--- config.mk ---
export PLATFORM = sky130hd
export DESIGN_NAME = robot_nav_fsm
export DESIGN_NICKNAME = d
export VERILOG_FILES = /design/src/rtl/robot_nav_pkg.sv /design/src/rtl/robot_cycle_timer.sv /design/src/rtl/robot_nav_fsm.sv
export SDC_FILE = /design/constraint.sdc
export NUM_CORES = 1
export LEC_CHECK = 0
export ABC_AREA = 1
export CORE_ASPECT_RATIO = 0.75
export CORE_MARGIN = 4
export CORE_UTILIZATION = 47
export DETAILED_ROUTE_END_ITERATION = 16
export PLACE_DENSITY = 0.66
export SLEW_MARGIN = 10
export SYNTH_ARGS = -nofsm -noshare
export SYNTH_HDL_FRONTEND = slang
export SYNTH_SLANG_ARGS = --single-unit
--- constraint.sdc ---
create_clock -name CLOCK_50 -period 2.5 [get_ports CLOCK_50]
set_clock_uncertainty 0.1 [all_clocks]
set_input_delay 0.5 -clock CLOCK_50 [delete_from_list [all_inputs] [get_ports CLOCK_50]]
set_output_delay 0.5 -clock CLOCK_50 [all_outputs]
set_load 0.01 [all_outputs]
--- src/rtl/robot_nav_pkg.sv ---
// Shared types for the robot navigation FSM: state, motor command and zone encodings.
package robot_nav_pkg;

  typedef enum logic [2:0] {
    IDLE    = 3'd0,
    SEARCH  = 3'd1,
    TRACK   = 3'd2,
    STOP    = 3'd3,
    ARRIVED = 3'd4,
    ABORT   = 3'd5
  } nav_state_t;

  typedef enum logic [2:0] {
    MC_STOP   = 3'd0,
    MC_FWD    = 3'd1,
    MC_TURN_L = 3'd2,
    MC_TURN_R = 3'd3,
    MC_SPIN_L = 3'd4
  } motor_cmd_t;

  typedef enum logic [1:0] {
    ZN_NONE   = 2'd0,
    ZN_LEFT   = 2'd1,
    ZN_CENTRE = 2'd2,
    ZN_RIGHT  = 2'd3
  } zone_t;

endpackage

--- src/rtl/robot_cycle_timer.sv ---
// Saturating cycle counter: clr has priority, counts while en, done while en at count MAX-1.
module robot_cycle_timer #(
  parameter int MAX = 16
) (
  input  logic clk,
  input  logic rst,
  input  logic clr,
  input  logic en,
  output logic done
);

  localparam int CNT_W = (MAX > 1) ? $clog2(MAX) : 1;
  localparam logic [CNT_W-1:0] LAST = CNT_W'(MAX - 1);

  logic [CNT_W-1:0] cnt;

  always_ff @(posedge clk) begin
    if (rst || clr)
      cnt <= '0;
    else if (en && cnt != LAST)
      cnt <= cnt + 1'b1;
  end

  assign done = en && (cnt == LAST);

endmodule

--- src/rtl/robot_nav_fsm.sv ---
// Target-seek navigation FSM with registered Moore outputs.
// Optional build macro ROBOT_NAV_SPEED_RAMP_EN enables a gradual forward speed ramp.
module robot_nav_fsm
  import robot_nav_pkg::*;
#(
  parameter int N_ZONES        = 5,
  parameter int DIST_W         = 8,
  parameter int STOP_DIST      = 20,
  parameter int STOP_HYST      = 5,
  parameter int SEARCH_TIMEOUT = 50_000_000,
  parameter int LOST_CYCLES    = 5_000_000,
  parameter int ARRIVE_HOLD    = 25_000_000,
  parameter int SPEED_W        = 4
) (
  input  logic               CLOCK_50,
  input  logic               reset,
  input  logic               bell,
  input  logic               abort_req,
  input  logic               ack,
  input  logic [N_ZONES-1:0] pixel_location,
  input  logic [DIST_W-1:0]  distance,
  input  logic               proximity,
  output motor_cmd_t         motor_cmd,
  output logic [SPEED_W-1:0] motor_speed,
  output logic               overwrite,
  output nav_state_t         nav_state
);

  localparam int CTR = N_ZONES / 2;
  localparam logic [SPEED_W-1:0] SPEED_MAX  = '1;
  localparam logic [SPEED_W-1:0] SPEED_HALF = SPEED_MAX >> 1;
  // One extra bit so STOP_DIST+STOP_HYST never wraps against an 8-bit reading.
  localparam logic [DIST_W:0] STOP_LIM   = (DIST_W+1)'(STOP_DIST);
  localparam logic [DIST_W:0] RESUME_LIM = (DIST_W+1)'(STOP_DIST + STOP_HYST);

  function automatic zone_t zone_decode(input logic [N_ZONES-1:0] px);
    zone_t z;
    z = ZN_NONE;
    if (px[CTR])                    z = ZN_CENTRE;
    else if (|px[N_ZONES-1:CTR+1])  z = ZN_LEFT;
    else if (|px[CTR-1:0])          z = ZN_RIGHT;
    return z;
  endfunction

  function automatic logic [SPEED_W-1:0] speed_for(input motor_cmd_t c);
    logic [SPEED_W-1:0] s;
    case (c)
      MC_FWD:                        s = SPEED_MAX;
      MC_TURN_L, MC_TURN_R, MC_SPIN_L: s = SPEED_HALF;
      default:                       s = '0;
    endcase
    return s;
  endfunction

  nav_state_t         state, state_next;
  motor_cmd_t         cmd_next;
  logic [SPEED_W-1:0] speed_next;
  zone_t              zone;
  logic [DIST_W:0]    dist_x;
  logic               too_close, clear_ahead, no_target, hold_cond;
  logic               search_done, lost_done, hold_done;

  assign zone        = zone_decode(pixel_location);
  assign dist_x      = {1'b0, distance};
  assign too_close   = dist_x < STOP_LIM;
  assign clear_ahead = !proximity && (dist_x >= RESUME_LIM);
  assign no_target   = (pixel_location == '0);
  assign hold_cond   = (zone == ZN_CENTRE) && too_close;

  // Timers are held clear outside their owning state, so each starts from zero on entry.
  robot_cycle_timer #(.MAX(SEARCH_TIMEOUT)) u_search_timer (
    .clk(CLOCK_50), .rst(reset), .clr(state != SEARCH),
    .en(state == SEARCH), .done(search_done)
  );

  robot_cycle_timer #(.MAX(LOST_CYCLES)) u_lost_timer (
    .clk(CLOCK_50), .rst(reset), .clr(state != TRACK || !no_target),
    .en(state == TRACK && no_target), .done(lost_done)
  );

  robot_cycle_timer #(.MAX(ARRIVE_HOLD)) u_hold_timer (
    .clk(CLOCK_50), .rst(reset), .clr(state != STOP || !hold_cond),
    .en(state == STOP && hold_cond), .done(hold_done)
  );

  always_comb begin
    state_next = state;
    case (state)
      IDLE:    if (bell) state_next = SEARCH;
      SEARCH: begin
        if (abort_req)        state_next = ABORT;
        else if (search_done) state_next = ABORT;
        else if (!no_target)  state_next = TRACK;
      end
      TRACK: begin
        if (abort_req)                   state_next = ABORT;
        else if (proximity || too_close) state_next = STOP;
        else if (lost_done)              state_next = SEARCH;
      end
      STOP: begin
        if (abort_req)        state_next = ABORT;
        else if (hold_done)   state_next = ARRIVED;
        else if (clear_ahead) state_next = TRACK;
      end
      ARRIVED: if (ack) state_next = IDLE;
      ABORT: begin
        if (ack)       state_next = IDLE;
        else if (bell) state_next = SEARCH;
      end
      default: state_next = IDLE;
    endcase
  end

  always_comb begin
    cmd_next = MC_STOP;
    case (state_next)
      SEARCH: cmd_next = MC_SPIN_L;
      TRACK: begin
        case (zone)
          ZN_CENTRE: cmd_next = MC_FWD;
          ZN_LEFT:   cmd_next = MC_TURN_L;
          ZN_RIGHT:  cmd_next = MC_TURN_R;
          default:   cmd_next = motor_cmd;
        endcase
      end
      default: cmd_next = MC_STOP;
    endcase
  end

`ifdef ROBOT_NAV_SPEED_RAMP_EN
  logic [15:0]        ramp_div;
  logic [SPEED_W-1:0] ramp_lvl;

  always_ff @(posedge CLOCK_50) begin
    if (reset || cmd_next == MC_STOP) begin
      ramp_div <= '0;
      ramp_lvl <= '0;
    end else if (cmd_next == MC_FWD) begin
      ramp_div <= ramp_div + 1'b1;
      if (ramp_div == '1 && ramp_lvl != SPEED_MAX)
        ramp_lvl <= ramp_lvl + 1'b1;
    end
  end

  assign speed_next = (cmd_next == MC_FWD) ? ramp_lvl : speed_for(cmd_next);
`else
  assign speed_next = speed_for(cmd_next);
`endif

  // Output register stage: outputs follow the next state on the same edge.
  always_ff @(posedge CLOCK_50) begin
    if (reset) begin
      state       <= IDLE;
      motor_cmd   <= MC_STOP;
      motor_speed <= '0;
      overwrite   <= 1'b0;
    end else begin
      state       <= state_next;
      motor_cmd   <= cmd_next;
      motor_speed <= speed_next;
      overwrite   <= (state_next == ARRIVED) || (state_next == ABORT);
    end
  end

  assign nav_state = state;

endmodule

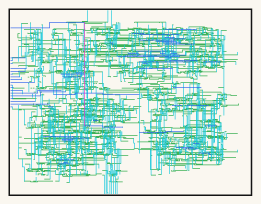
Fig. 1. Wiring by layer (run 1).
(2 px per um)
Key: met2 = cyan [wire length 4530 um]; met3 = blue [wire length 673 um]; met1 = green [wire length 5740 um]; met4 = magenta [wire length 51.7 um]

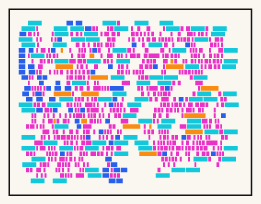
Fig. 2. Placement by cell class (run 1).
(2 px per um)
Key: flip-flops = cyan [cells 83]; all other logic = magenta [cells 575]; other buffers and delay cells = blue [cells 63]; clock drivers and dummy loads = orange [cells 16]
Seq/total area: 0.3067
Finished Core Util: 0.5940

==> changes_impl.md, run 1 <==
### Changed

* CP bufs+invs at 1
* Critical Path Stages at 12
* GR Util met3 at 0.05302
* Met2 Use GR at 0.2955
* CP peak stage delay at 390 ps
* Clk latency late pin at 330 ps
* DR top layer: met4
* Synthesized netlist cell count at between 600 and 700
* Worst slack at placement at -163.8 ps
* Max reg flops at 26
* Fin crit period at between 2000 and 2500 ps
* Regs by FF count: u_search_timer.cnt: 26 flops, u_hold_timer.cnt: 25 flops, u_lost_timer.cnt: 23 flops
* Max-cap check violation count at 0
* CP delay by family, top: simple AND/OR/NAND/NOR gates
* Fin cells at just under 900
* Starting DRT DRC Count at 447
* RePlAce Congestion at 0.9282
* Worst Path Required at approximately 2700 ps
* Largest net degree at the start of global routing at 21
* Critical Path Most Common Cell: nor2_1
* Reg2Reg Depth at 13
* Post-cts resize count at 0
* Vias per cell at roughly 5
* DR pass1 iterations at 5
* Top cells, area: dfxtp_1, nand2_1, inv_1
* Commonest cells post-synth: nand2_1, inv_1, nor2_1, dfxtp_1, a21oi_1
* Bufs on Longest Clock Path at 2
* Hold-fix buffers, CTS at 0
* Die H at 92.25 um
* Cell total after placement at ~850
* Post-CTS Setup Bufs at 0
* R2R setup slack at 200 ps
* Site row count at 30
* Largest type area fraction at 0.3736
* First-pass GRT wire length at 18.62 mm
* Syn_area_per_cell at between 6 and 7 um^2
* NumNets Final at about 750
* Synth Net Count at between 600 and 700
* # diodes at 0
* Area of the core at between 9000 and 10000 um^2
* Routed wl met2 at 4.526 mm
* Status: finished clean
* Layout cells sized above 1 at 0.1085
* Global Route Usage Sum at 0.2052
* CP max stage cell: clkdlybuf4s50_1
* Netlist cell types at about 43
* Seq share, synth at 0.3736
* Async SR Flop Fraction at 0
* Final Cycle Share at 0.9284
* Startpoint types: input pin
* Wire length per cell at ~13 um
* Power per cell area at about 530 nW/um^2
* Reg area at about 1700 um^2
* Post-synth EDFFs at 0
* Largest Register: u_search_timer.cnt
* CTS sink count at about 83
* Leak at ~1.9 nW
* XOR Share, Synth at 0.005907
* Area Growth Syn to Fin at 21.80%
* PnR worst setup slack at about 180 ps
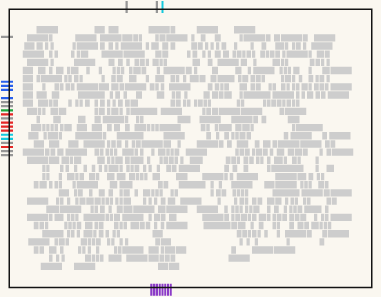
Fig. 3. I/O pins on the die edge (run 1).
(3 px per um) Pins as bars across the die edge, other pins in grey.
Key: pixel_location = red [pins 5, direction input, edge west]; nav_state = cyan [pins 3, direction output, edge 2 west, 1 north]; motor_speed = blue [pins 4, direction output, edge west]; distance = purple [pins 8, direction input, edge south]; abort_req = green [pins 1, direction input, edge west]

==> run 1: report_power, final <==
| part | switching (mW) | internal (mW) | leakage [nW] | total (mW) |
|---|---|---|---|---|
| Sequential | 0.0137 | 1.34 | 0.669 | 1.35 |
| Clock | 0.506 | 0.775 | 0.137 | 1.28 |
| Combinational | 0.124 | 0.112 | 1.13 | 0.237 |
| Total | 0.644 | 2.23 | 1.94 | 2.87 |
==> run 1: cells in the final DEF (no fill, tap or decap), types with 2 or more instances in the layout <==
master           count
nand2_1            121
inv_1              107
nor2_1              87
dfxtp_1             83
a21oi_1             46
nand3_1             42
o21ai_0             39
buf_4               33
clkdlybuf4s50_1     29
nor3_1              26
nand4_1             22
nor4_1              10
clkbuf_16            9
nor2_2               8
nand2_2              5
a211oi_1             5
a31oi_1              5
inv_2                4
nor3_2               4
and3_1               4
nor2_4               4
a41oi_1              3
o31ai_1              3
o211ai_1             3
ha_1                 3
clkbuf_1             3
nor3_4               2
nor3b_1              2
nand4_2              2
o21ai_1              2
nand3b_1             2
xor2_1               2
==> run 1: path summary, 6_finish.rpt <==
path / end / start
setup reg to reg: u_search_timer.cnt[25] / u_search_timer.cnt[0]
hold / removal: u_lost_timer.cnt[18] / u_lost_timer.cnt[18]
hold reg to reg: u_lost_timer.cnt[18] / u_lost_timer.cnt[18]
setup / recovery: u_hold_timer.cnt[24] / distance[7]
==> run 1: area by class of cell <==
| type | count | share of cell area |
|---|---|---|
| Clock buffer | 12 | 0.04365 |
| Clock inverter | 4 | 0.009469 |
| Inverter | 112 | 0.07760 |
| Multi-Input combinational cell | 463 | 0.4300 |
| Sequential cell | 83 | 0.3067 |
| Tap cell | 128 | 0.02956 |
| Timing Repair Buffer | 63 | 0.1030 |
==> inputs of run 2 (changes only) <==
- SKIP_LAST_GASP: not set -> 1
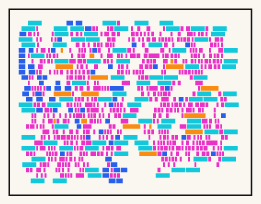
Fig. 4. Placement by cell class (run 2).
(2 px per um)
Key: clock drivers and dummy loads = orange [cells 16]; flip-flops = cyan [cells 83]; other buffers and delay cells = blue [cells 63]; all other logic = magenta [cells 575]
site row count: 30
area of the core: 9121 um^2
post-route cell area: 5418 um^2

==> run 2 against run 1 <==
  * Sequential share of layout area did not move
  * Highest routed layer unchanged
  * Utilization did not move
  * Total power did not move
  * Global-route usage did not move
  * Synthesized cell count did not move
  * Final cell count did not move
  * Synthesized area did not move
  * Worst hold slack did not move
  * Critical path depth did not move
  * Fmax did not move
  * Cell area did not move
==> changes_impl.md, run 2 <==
### Changed

* Flops after synth at between 80 and 90
* Fin cells at ~870
* Tool warnings at 26
* Max reg flops at 26
* CP Capture Point: u_hold_timer.cnt[24]
* Hold Crit Class: reg2reg
* RR Startpoint: u_search_timer.cnt[0]
* NumNets Final at around 750
* Layout cells sized above 1 at 0.1085
* Worst Hold Launch: u_lost_timer.cnt[18]
* Max-cap check violation count at 0
* Seq share, synth at 0.3736
* Startpoint types: input pin
* Power per cell area at roughly 530 nW/um^2
* Regs by FF count: u_search_timer.cnt: 26 flops, u_hold_timer.cnt: 25 flops, u_lost_timer.cnt: 23 flops
* First-pass GRT wire length at ~19 mm
* CTS sink count at 83
* Synthesized netlist cell count at around 670
* Endpoint type of the worst setup path: register
* Most frequent cells in the layout: nand2_1, inv_1, nor2_1
* Netlist cell types at around 43
* Critical Path Most Common Cell: nor2_1
* Post-CTS Setup Bufs at 0
* R2R setup slack at roughly 200 ps
* Clk latency late pin at 330 ps
* CP startpoint: distance[7]
* Synth Net Count at roughly 690
* Reg area at 1662 um^2
* Leak at around 1.9 nW
* Die H at around 92 um
* Wire length per cell at between 10 and 15 um
* CP peak stage delay at ~390 ps
* Clock root buffer: clkbuf_16
* Largest type area fraction at 0.3736
* Final Cycle Share at 0.9284
* Status: finished clean
* # diodes at 0
* DR pass1 iterations at 5
* Die Area at between 10000 and 15000 um^2
* Vias per cell at between 5 and 6
* Wirelength, routed at around 11 mm
* Area Growth Syn to Fin at 21.80%
* Endpoint of the worst register-to-register path: u_search_timer.cnt[25]
* Fin crit period at ~2300 ps
* RePlAce Congestion at just over 0.9
* Crit path DAT at ~2500 ps
* Hold depth at 2
* Worst Path Required at about 2700 ps
* Finished Core Util at 0.5940
* Largest net degree at the start of global routing at 21
* CP delay by family, top: simple AND/OR/NAND/NOR gates
* Cell total after placement at 849
* Clock transition at the registers of the reported paths at 60 ps
* Critical Path Stages at 12
* Syn_area_per_cell at ~6.6 um^2
* Hold-fix buffers, CTS at 0
* Commonest Layout Cell: nand2_1
* Top cells, area: dfxtp_1, nand2_1, inv_1
* Async SR Flop Fraction at 0
* Post-synth EDFFs at 0
* CP bufs+invs at 1
* Reg2Reg Depth at 13
* Post-route DRC violation count at 0
* CP max stage cell: clkdlybuf4s50_1
* Bufs on Longest Clock Path at 2
* Largest Register: u_search_timer.cnt
* Yosys warnings at 0
* Global Route Usage Sum at 0.2052
* WHS Endpoint: u_lost_timer.cnt[18]
* Commonest cells post-synth: nand2_1, inv_1, nor2_1, dfxtp_1, a21oi_1
run 2: routing by layer:
metal | vias to the layer above | routed length (um) | GRT usage
met5 | - | 0 | 0
li1 | 2332 | - | -
met4 | 0 | 51 | 0.06132
met3 | 2 | 673 | 0.05302
met1 | 1984 | 5742 | 0.2997
met2 | 120 | 4526 | 0.2955
run 2: logic make-up (layout without fill, tap and decap cells):
kind of cell / Yosys count / count (layout) / share of synthesized area
and+or+nand+nor: 346 / 346 / 0.3665
AOI/OAI and AO/OA: 111 / 111 / 0.1387
adders and majority gates: 3 / 3 / 0.008440
DFF: 83 / 83 / 0.3736
buffers and inverters: 123 / 191 / 0.1069
xor gates and xnor gates: 3 / 3 / 0.005908
run 2: area by class of cell:
type	count	share of cell area
multi-input combinational	463	0.4300
sequential	83	0.3067
timing repair buffer	63	0.1030
inverter	112	0.07760
clock buffer	12	0.04365
tap	128	0.02956
clock inverter	4	0.009469
run 2: what timing repair did:
item / in CTS / in global routing
hold endpoints to repair: 0 / 0
resized: 0 / 8
endpoints found under the setup margin: 0 / 9
run 2: worst min-delay path: cells and delay by family, from the launching register on:
family | cells | cell delay (ps)
flops | 1 | 320
buf+inv | 1 | 50
compound gates | 1 | 50
run 2: per-stage QoR:
| stage | setup WS [ps] | hold WS, ps | power (mW) |
|---|---|---|---|
| after global routing | -15.81 | 387.3 | 2.980 |
| after floorplan | 467.9 | 337.2 | 1.503 |
| final | 179.0 | 363.6 | 2.870 |
| after global placement | -91.69 | 351.6 | 1.612 |
| after CTS | 109.7 | 370.6 | 2.906 |
| after detailed placement | -163.8 | 361.3 | 1.615 |
run 2: power by group:
group | leakage [nW] | internal, mW | switching [mW]
sequential | 0.669 | 1.34 | 0.0137
combinational | 1.13 | 0.112 | 0.124
clock | 0.137 | 0.775 | 0.506
==> inputs of run 3 (changes only) <==
- CAP_MARGIN: not set -> 5
- GPL_TIMING_DRIVEN: not set -> 0
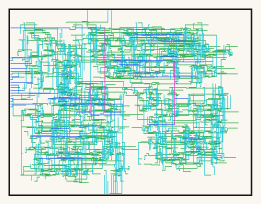
Fig. 5. Wiring by layer (run 3).
(2 px per um)
Key: met1 = green [wire length 5750 um]; met4 = magenta [wire length 87.7 um]; met3 = blue [wire length 661 um]; met2 = cyan [wire length 4630 um]

==> run 3 against run 2 <==
  * Non-clock buffer count decreased by 13
  * Final cell count decreased by 1.6%
  * Global-route usage decreased by 0.33 points
  * Combinational power about the same
  * Utilization decreased by 0.69 points
  * Total power increased by 1.3%
  * Fmax decreased by 3.3%
  * Cell area decreased by 1.2%
  * Sequential power about the same
  * First-iteration DRC count decreased by 16%
  * Critical endpoint is now u_lost_timer.cnt[20]
  * Largest cell class unchanged
  * Largest power group unchanged
==> changes_impl.md, run 3 <==
### Changed

* # diodes at 0
* Largest net degree at the start of global routing at 13
* CP max stage cell: clkdlybuf4s50_1
* Fin crit period at between 2000 and 2500 ps
* Post-synth EDFFs at 0
* Clock share of power at 0.454
* Sequential share of power at 0.465
* Leak at between 1.5 and 2 nW
* Cell total after placement at a little over 800
* Post-cts resize count at 2
* Vias per cell at about 5.2
* Status: finished clean
* Fin cells at 851
* Setup violations, final at 0
* Bufs on Longest Clock Path at 2
* Layout cells sized above 1 at 0.1024
* Sw Pwr at about 640 uW
* Commonest Layout Cell: nand2_1
* Wirelength, routed at about 11 mm
* Final Cycle Share at 0.9604
* Hold-fix buffers, CTS at 0
* Post-route DRC violation count at 0
* Slew at the pin closest to its max-slew limit at roughly 590 ps
* CP bufs+invs at 2
* Top pwr grp: sequential cells
* Regs by FF count: u_search_timer.cnt: 26 flops, u_hold_timer.cnt: 25 flops, u_lost_timer.cnt: 23 flops
* Die Area at roughly 11000 um^2
* Synth Net Count at 691
* Post-CTS Setup Bufs at 0
* Crit path DAT at between 2000 and 3000 ps
* RePlAce Congestion at between 0.9 and 1
* Commonest cells post-synth: nand2_1, inv_1, nor2_1, dfxtp_1, a21oi_1
* Top cells, area: dfxtp_1, nand2_1, inv_1
* Yosys warnings at 0
* P_clk at about 1.3 mW
* HPWL after DPL at 8.453 mm
* Synthesized netlist cell count at 669
* Startpoint types: input pin
* DR pass1 iterations at 4
* Power per cell area at about 540 nW/um^2
* P_int at about 2.3 mW
* Clock root buffer: clkbuf_16
* Max-cap check violation count at 0
* Clock transition at the registers of the reported paths at 60 ps
* Comb pwr share at 0.080
* Site row count at 30
* Total power at roughly 2.9 mW
* NumNets Final at about 740
* Seq share, synth at 0.3736
* Area of the core at ~9100 um^2
* Tool warnings at 26
* Max reg flops at 26
* Largest type area fraction at 0.3736
* Net Sw Frac at 0.2208
* Worst Path Required at around 2700 ps
* ANT nets after route at 0
* Global Route Usage Sum at 0.2019
* WS Path Type: in2reg
* Async SR Flop Fraction at 0
* FP Util at 0.4877
* Power Sequential at 1.35 mW
* Wire length per cell at between 10 and 15 um
* Post-route cell area at around 5400 um^2
* Flops after synth at between 80 and 90
* Clk latency late pin at about 330 ps
* Netlist cell types at about 43
* CP peak stage delay at between 300 and 400 ps
* Syn_area_per_cell at 6.649 um^2
* Comb power at approximately 230 uW
* Hold Crit Class: reg2reg
* Die H at between 90 and 100 um
* Starting DRT DRC Count at 374
* Endpoint type of the worst setup path: register
* First-pass GRT wire length at ~18 mm
* CTS sink count at around 83
* CP delay by family, top: simple AND/OR/NAND/NOR gates
* Most frequent cells in the layout: nand2_1, inv_1, dfxtp_1
* Area Growth Syn to Fin at 20.39%
* Largest Register: u_search_timer.cnt
run 3: cell counts after synthesis:
No cell type changed its count.
run 3: cell families (layout without fill, tap and decap cells):
group | Yosys count | count (layout) | share of synthesized area
simple gates | 346 | 346 | 0.3665
buf+inv | 123 | 177 | 0.1069
compound gates | 111 | 111 | 0.1387
flops | 83 | 83 | 0.3736
fa+ha+maj | 3 | 3 | 0.008440
xor+xnor | 3 | 3 | 0.005908
run 3: metal layers:
metal  share of wire  vias up  track usage  routed length [um]
met3           0.059        7      0.04994                 660
li1                -     2314            -                   -
met2            0.42      116       0.2861                4634
met4          0.0078        0      0.05472                  87
met5               0        -            0                   0
met1            0.52     2008       0.3021                5747
run 3: per-stage QoR:
step | setup TNS, ps | util | setup slack [ps] | hold WS, ps
2_1_floorplan | 0 | - | 467.9 | 337.2
3_3_place_gp | -4411 | 0.5359 | -298.3 | 352.5
3_5_place_dp | -6925 | 0.5359 | -367.4 | 360.5
4_1_cts | 0 | 0.5693 | 56.81 | 366.8
5_1_grt | -63.93 | 0.5871 | -33.46 | 404.0
6_report | 0 | 0.5871 | 99.07 | 364.3
run 3: area by class of cell:
type                            count  area [um^2]
Clock buffer                       13        260.3
Sequential cell                    83         1662
Buffer                             11        55.05
Tap cell                          128        160.2
Timing Repair Buffer               39        370.4
Multi-Input combinational cell    463         2392
Inverter                          112        420.4
Clock inverter                      2        35.03
Fill cell                         858         3766
run 3: worst paths after layout:
kind | startpoint | to | slack (ps) | cells past startpoint
max | pixel_location[1] | u_lost_timer.cnt[20] | 100 | 13
min | u_lost_timer.cnt[18] | u_lost_timer.cnt[18] | 360 | 2
max reg2reg | u_lost_timer.cnt[0] | u_lost_timer.cnt[20] | 210 | 11
min reg2reg | u_lost_timer.cnt[18] | u_lost_timer.cnt[18] | 360 | 2
No activity file was given, so power comes from the tool's default toggle rates.
